File: src/rtl/application_selector_cpu_oci_trace_packer.sv
// Packs variable-count OCI debug-trace slot bursts LSB-first into fixed-width words,
// buffers them in a show-ahead FIFO and handles the end-of-test flush handshake.
//
// state  | meaning
// RUN    | accepting dct bursts, pushing each completed word
// FLUSH  | one cycle: push the partial accumulator, zero-padded, if non-empty
// DRAIN  | capture closed, waiting for readers to empty the FIFO
// DONE   | test_has_ended asserted until reset
module application_selector_cpu_oci_trace_packer #(
    parameter int SLOT_W     = 2,
    parameter int IN_SLOTS   = 15,
    parameter int CNT_W      = 4,
    parameter int WORD_SLOTS = 16,
    parameter int DEPTH      = 16,
    parameter int ADDR_W     = 4
) (
    input  logic                         clk,
    input  logic                         reset_n,
    input  logic                         dct_valid,
    input  logic [IN_SLOTS*SLOT_W-1:0]   dct_buffer,
    input  logic [CNT_W-1:0]             dct_count,
    input  logic                         test_ending,
    input  logic                         rd_en,
    output logic [WORD_SLOTS*SLOT_W-1:0] rd_data,
    output logic                         rd_valid,
    output logic [ADDR_W:0]              fill_level,
    output logic                         overflow,
    output logic [15:0]                  drop_count,
    output logic                         test_has_ended
);

    localparam int WW   = WORD_SLOTS * SLOT_W;
    localparam int IW   = IN_SLOTS * SLOT_W;
    localparam int CW   = 2 * WW;
    localparam int AC_W = $clog2(WORD_SLOTS);
    localparam int T_W  = $clog2(2 * WORD_SLOTS);

    typedef enum logic [1:0] {
        ST_RUN,
        ST_FLUSH,
        ST_DRAIN,
        ST_DONE
    } state_t;

    state_t            state;
    logic [WW-1:0]     acc;
    logic [AC_W-1:0]   acc_cnt;
    logic [WW-1:0]     mem [DEPTH];
    logic [ADDR_W-1:0] wr_ptr;
    logic [ADDR_W-1:0] rd_ptr;
    logic [ADDR_W:0]   count;

    logic [CNT_W-1:0]  n_eff;
    logic [IW-1:0]     new_slots;
    logic [CW-1:0]     ext_new;
    logic [CW-1:0]     merged;
    logic [T_W-1:0]    t_sum;
    logic              accept;
    logic              push_req;
    logic [WW-1:0]     push_word;
    logic [WW-1:0]     acc_nxt;
    logic [AC_W-1:0]   acc_cnt_nxt;
    logic              full;
    logic              pop;
    logic              wr_en;
    logic              drop;

    // Slots at or above the effective count are zeroed so the accumulator
    // never carries stale bits above acc_cnt; FLUSH relies on this for padding.
    always_comb begin
        n_eff = (dct_count > CNT_W'(IN_SLOTS)) ? CNT_W'(IN_SLOTS) : dct_count;
        new_slots = '0;
        for (int k = 0; k < IN_SLOTS; k++) begin
            if (k < int'(n_eff)) begin
                new_slots[k*SLOT_W +: SLOT_W] = dct_buffer[k*SLOT_W +: SLOT_W];
            end
        end
        ext_new = '0;
        ext_new[IW-1:0] = new_slots;
        merged = {{WW{1'b0}}, acc} | (ext_new << (acc_cnt * SLOT_W));
        t_sum  = T_W'(acc_cnt) + T_W'(n_eff);
    end

    assign accept = (state == ST_RUN) && dct_valid && (n_eff != '0);

    always_comb begin
        push_req    = 1'b0;
        push_word   = merged[WW-1:0];
        acc_nxt     = acc;
        acc_cnt_nxt = acc_cnt;
        if (accept) begin
            if (t_sum >= T_W'(WORD_SLOTS)) begin
                push_req    = 1'b1;
                acc_nxt     = merged[CW-1:WW];
                acc_cnt_nxt = AC_W'(t_sum - T_W'(WORD_SLOTS));
            end else begin
                acc_nxt     = merged[WW-1:0];
                acc_cnt_nxt = AC_W'(t_sum);
            end
        end else if (state == ST_FLUSH) begin
            push_req    = (acc_cnt != '0);
            push_word   = acc;
            acc_nxt     = '0;
            acc_cnt_nxt = '0;
        end
    end

    assign full     = (count == (ADDR_W+1)'(DEPTH));
    assign rd_valid = (count != '0);
    assign pop      = rd_en && rd_valid;
    // A push into a full FIFO survives only if the head leaves on the same edge.
    assign wr_en    = push_req && (!full || pop);
    assign drop     = push_req && full && !pop;

    assign rd_data    = rd_valid ? mem[rd_ptr] : '0;
    assign fill_level = count;

    always_ff @(posedge clk) begin
        if (wr_en) begin
            mem[wr_ptr] <= push_word;
        end
    end

    always_ff @(posedge clk or negedge reset_n) begin
        if (!reset_n) begin
            state          <= ST_RUN;
            acc            <= '0;
            acc_cnt        <= '0;
            wr_ptr         <= '0;
            rd_ptr         <= '0;
            count          <= '0;
            overflow       <= 1'b0;
            drop_count     <= '0;
            test_has_ended <= 1'b0;
        end else begin
            acc     <= acc_nxt;
            acc_cnt <= acc_cnt_nxt;

            if (wr_en) begin
                wr_ptr <= wr_ptr + 1'b1;
            end
            if (pop) begin
                rd_ptr <= rd_ptr + 1'b1;
            end
            if (wr_en && !pop) begin
                count <= count + 1'b1;
            end else if (!wr_en && pop) begin
                count <= count - 1'b1;
            end

            if (drop) begin
                overflow <= 1'b1;
                if (drop_count != 16'hFFFF) begin
                    drop_count <= drop_count + 16'd1;
                end
            end

            unique case (state)
                ST_RUN: begin
                    if (test_ending) begin
                        state <= ST_FLUSH;
                    end
                end
                ST_FLUSH: begin
                    state <= ST_DRAIN;
                end
                ST_DRAIN: begin
                    if ((count == '0) && !push_req) begin
                        state          <= ST_DONE;
                        test_has_ended <= 1'b1;
                    end
                end
                ST_DONE: begin
                    state <= ST_DONE;
                end
                default: begin
                    state <= ST_RUN;
                end
            endcase
        end
    end

endmodule
File: config.mk
export PLATFORM = sky130hd
export DESIGN_NAME = application_selector_cpu_oci_trace_packer
export DESIGN_NICKNAME = d
export VERILOG_FILES = /design/src/rtl/application_selector_cpu_oci_trace_packer.sv
export SDC_FILE = /design/constraint.sdc
export NUM_CORES = 1
export LEC_CHECK = 0
export ABC_AREA = 1
export CAP_MARGIN = 20
export CORE_MARGIN = 10
export CORE_UTILIZATION = 30
export CTS_CLUSTER_DIAMETER = 150
export DETAILED_ROUTE_END_ITERATION = 7
export GPL_TIMING_DRIVEN = 0
export SLEW_MARGIN = 10
export SYNTH_ARGS = -nofsm -noshare
export SYNTH_HDL_FRONTEND = slang
export SYNTH_SLANG_ARGS = --single-unit
File: constraint.sdc
create_clock -name clk -period 6.4 [get_ports clk]
set_clock_uncertainty 0.05 [all_clocks]
set_input_delay 1.28 -clock clk [delete_from_list [all_inputs] [get_ports clk]]
set_output_delay 1.28 -clock clk [all_outputs]
set_load 0.01 [all_outputs]
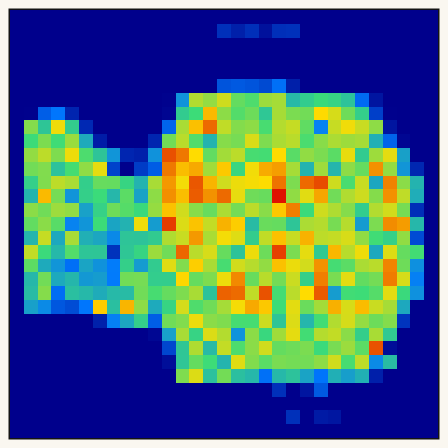
**Above:** cell density map.
31 x 31 tiles, from dark blue (low) to red (high), 0 to 100% covered.
The mean over all tiles is 30%. The fullest tile reaches 98%. 6.8% of the tiles are over 75% full. The densest ninth of the die: centre.

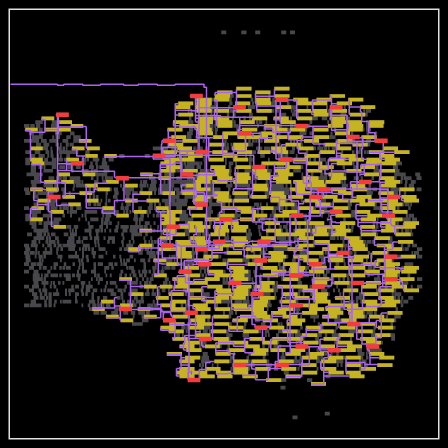
**Above:** clock wires, drivers and flops.
Key: purple = clock wires [length 7150 µm]; red = clock-net drivers [count 57]; yellow = flip-flops [count 581]
There are 58 routed clock nets.
Power Clock: 3.21 mW
clock share of power: 0.235
Worst-Skew Late Latency: 0.63 ns

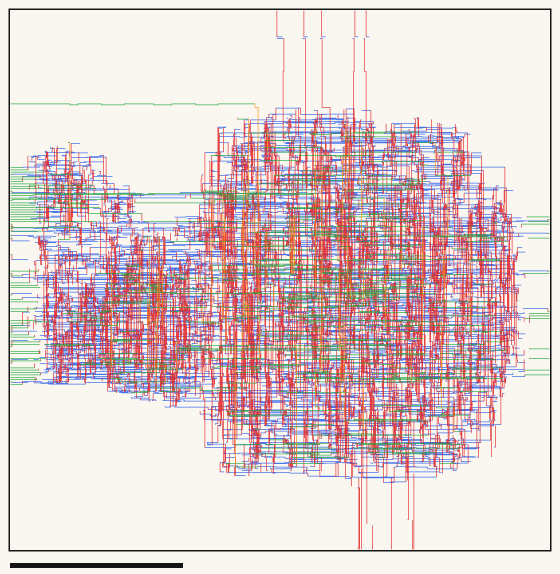
**Above:** signal wires by layer.
Scale bar: 100 µm.
Key: green = M3 [wire length 9390 µm]; blue = M1 [wire length 35.7 mm]; red = M2 [wire length 37.0 mm]; orange = M4 [wire length 2480 µm]
final wirelength: 84600 µm
DR vias: 19500
Total GRT Usage: 0.167
drt wl/cell: 23.2 µm

==> impl_metrics.py <==
# Metrics from the implementation run
metrics = {
    "worst_setup_path": {
        "cp-endpoint": "rd_data[26]",
        "r2r_slack_ns": 2.32,
        "worstPathRequired_ns": 5.07,
        "critPathArrivalTime_ns": 4.12,
        "r2r_cells": 14,
        "worst_setup_path_end_kind": "output pin",
        "rr_endpoint": "mem[8][3]",
        "cp_max_fo": 10,
        "worst-path-buf-inv": 4,
        "cp.depth": 8,
        "crit_chain": "inv_1 > buf_2 > clkbuf_1 > o21ai_0 > o221ai_1 > nand3_1 > a21oi_1 > clkdlybuf4s50_1",
        "r2r-start": "acc_cnt[1]",
        "crit_slowest_cell": "clkbuf_1",
        "cp-startpoint": "rd_ptr[0]",
        "worstSetupPathType": "register to output pin",
        "startpoint_type": "register",
    },
    "layout": {
        "comb.multi_input.count": 1444,
        "layout-drive-gt1-share": 0.0784,
        "seq-cell-share": 0.563,
        "flop-count": 581,
        "largestClassByArea": "sequential cells",
        "largestRegisters": "mem: 512 flops, acc: 32 flops, drop_count: 16 flops",
        "area_growth_pct": 19.2,
        "mi_logic_area_um2": 7560,
        "most-common-layout-cells": "512 x edfxtp_1, 359 x nor2_1, 310 x o21ai_0",
        "nets": 2522,
        "finish.utilization": 0.362,
        "diodes": 0,
        "regMostFlops": "mem",
        "inv_count": 109,
        "comb_share": 0.249,
        "clock_cell_area_share": 0.0579,
        "regArea_um2": 17100,
        "final_common_cell": "edfxtp_1",
        "nFillCells": 8181,
        "clock_buffers": 72,
        "n_all_buffers": 274,
        "final_cell_area_um2": 30400,
    },
    "yosys": {
        "ys_sh_aoi": 0.126,
        "synthCells": 2283,
        "yosys_warnings": 0,
        "ys_sh_mux": 0.00486,
        "ys_cells": 2283,
        "fa_ha_area_frac": 0.00844,
        "logic_family": "simple AND/OR/NAND/NOR gates",
        "synth_cell_types": 42,
        "xor_share": 0.00825,
        "simple_gate_share": 0.141,
        "synth-edff-count": 512,
        "async_flop_share": 0.119,
        "floorplan.nets": 2338,
        "syn_area_per_cell_um2": 11.2,
        "ys.flops": 581,
        "yosys_area_um2": 25500,
        "synth_area_um2": 25500,
    },
    "floorplanning": {
        "coreArea_um2": 84000,
        "fp_util": 0.304,
        "die_h_um": 311,
        "ios": 95,
    },
    "detailed_routing": {
        "met2_wirelength_um": 37000,
        "wl_met3_um": 9390,
        "top_layer": "met4",
        "drt_iter0_markers": 2410,
        "drc": 0,
        "drtAntennaViolNets": 0,
        "m1WireLength_um": 35700,
        "first_pass_iters": 6,
        "viasPerCell": 5.34,
    },
    "global_route": {
        "top_usage_layer": "met2",
        "antenna_found_initial": 1,
        "met1_usage": 0.234,
        "grt_pass1_vias": 18700,
        "grt_pass1_wl_um": 123000,
        "met3_usage": 0.0367,
        "grt_max_degree": 55,
        "grt_overflow": 0,
        "grt_util_met2": 0.253,
    },
    "placed_design": {
        "dp_hpwl_um": 57400,
        "routabilityCongestion": 0.948,
        "io_buffers": 94,
        "dp_cells": 3542,
    },
    "clock_tree": {
        "cts_resized": 0,
        "cts_setup_buffers": 0,
        "cts.clk_slew.worst_paths_ns": 0.06,
        "cts_buffer_depth": 3,
        "cts_buffers": 57,
        "cts_root_buffer": "clkbuf_16",
        "cts_tree": "built",
        "h-tree-depth": 2,
        "clock_sinks": 581,
        "hold_buffers": 0,
    },
    "final_timing": {
        "finalCritPeriodShare": 0.852,
        "whs_ns": 0.431,
        "hold_violations": 0,
        "rsz0062_at_grt": "no",
        "max_slew_margin": 0.297,
        "min_period_ns": 5.45,
        "tightest_slew_ns": 1.05,
        "slew_viol_final": 0,
        "clock.fmax_ghz": 0.183,
        "setup_viol": 0,
        "fin_ws_ns": 0.947,
        "setup-tns-final_ns": 0,
    },
    "worst_hold_path": {
        "min_to": "overflow",
        "holdCritStartpoint": "overflow",
        "hold_path_depth": 1,
        "min_path_type": "register to register",
    },
    "run": {
        "maxCapViolCount": 0,
    },
    "power_and_ir_drop": {
        "cellPowerDensity_nw_per_um2": 450,
        "static-leakage-power_nw": 10.3,
        "vdd.ir_drop.worst_v": 0.000249,
        "total_power_mw": 13.7,
    },
    "status": {
        "status": "finished, final reports clean",
    },
}
==> cells in the mapped netlist, drive strengths merged, types with 2 or more instances <==
library cell    n  area, µm²
edfxtp        512      15400
nor2          380       1450
o21ai         319       1600
nand3         222       1110
nand2         213        820
inv           109        409
clkbuf        103        387
o221ai         94        823
a21oi          72        360
dfrtp          69       1730
buf            46        223
o22ai          36        225
nand4          20        155
xor2           18        158
ha             14        175
mux2           10        124
o21a            7       52.6
o31ai           7       52.6
a31oi           6       37.5
xnor2           6       52.6
a31o            4       35.0
and2            4       25.0
fa              2       40.0
nor3            2       10.0
nor4            2       12.5
==> power by group <==
group / internal (mW) / switching [mW]
clock: 1.71 / 1.50
sequential: 4.76 / 0.0932
combinational: 1.59 / 4.02
total: 8.06 / 5.61
No activity file was given, so power comes from the tool's default toggle rates.
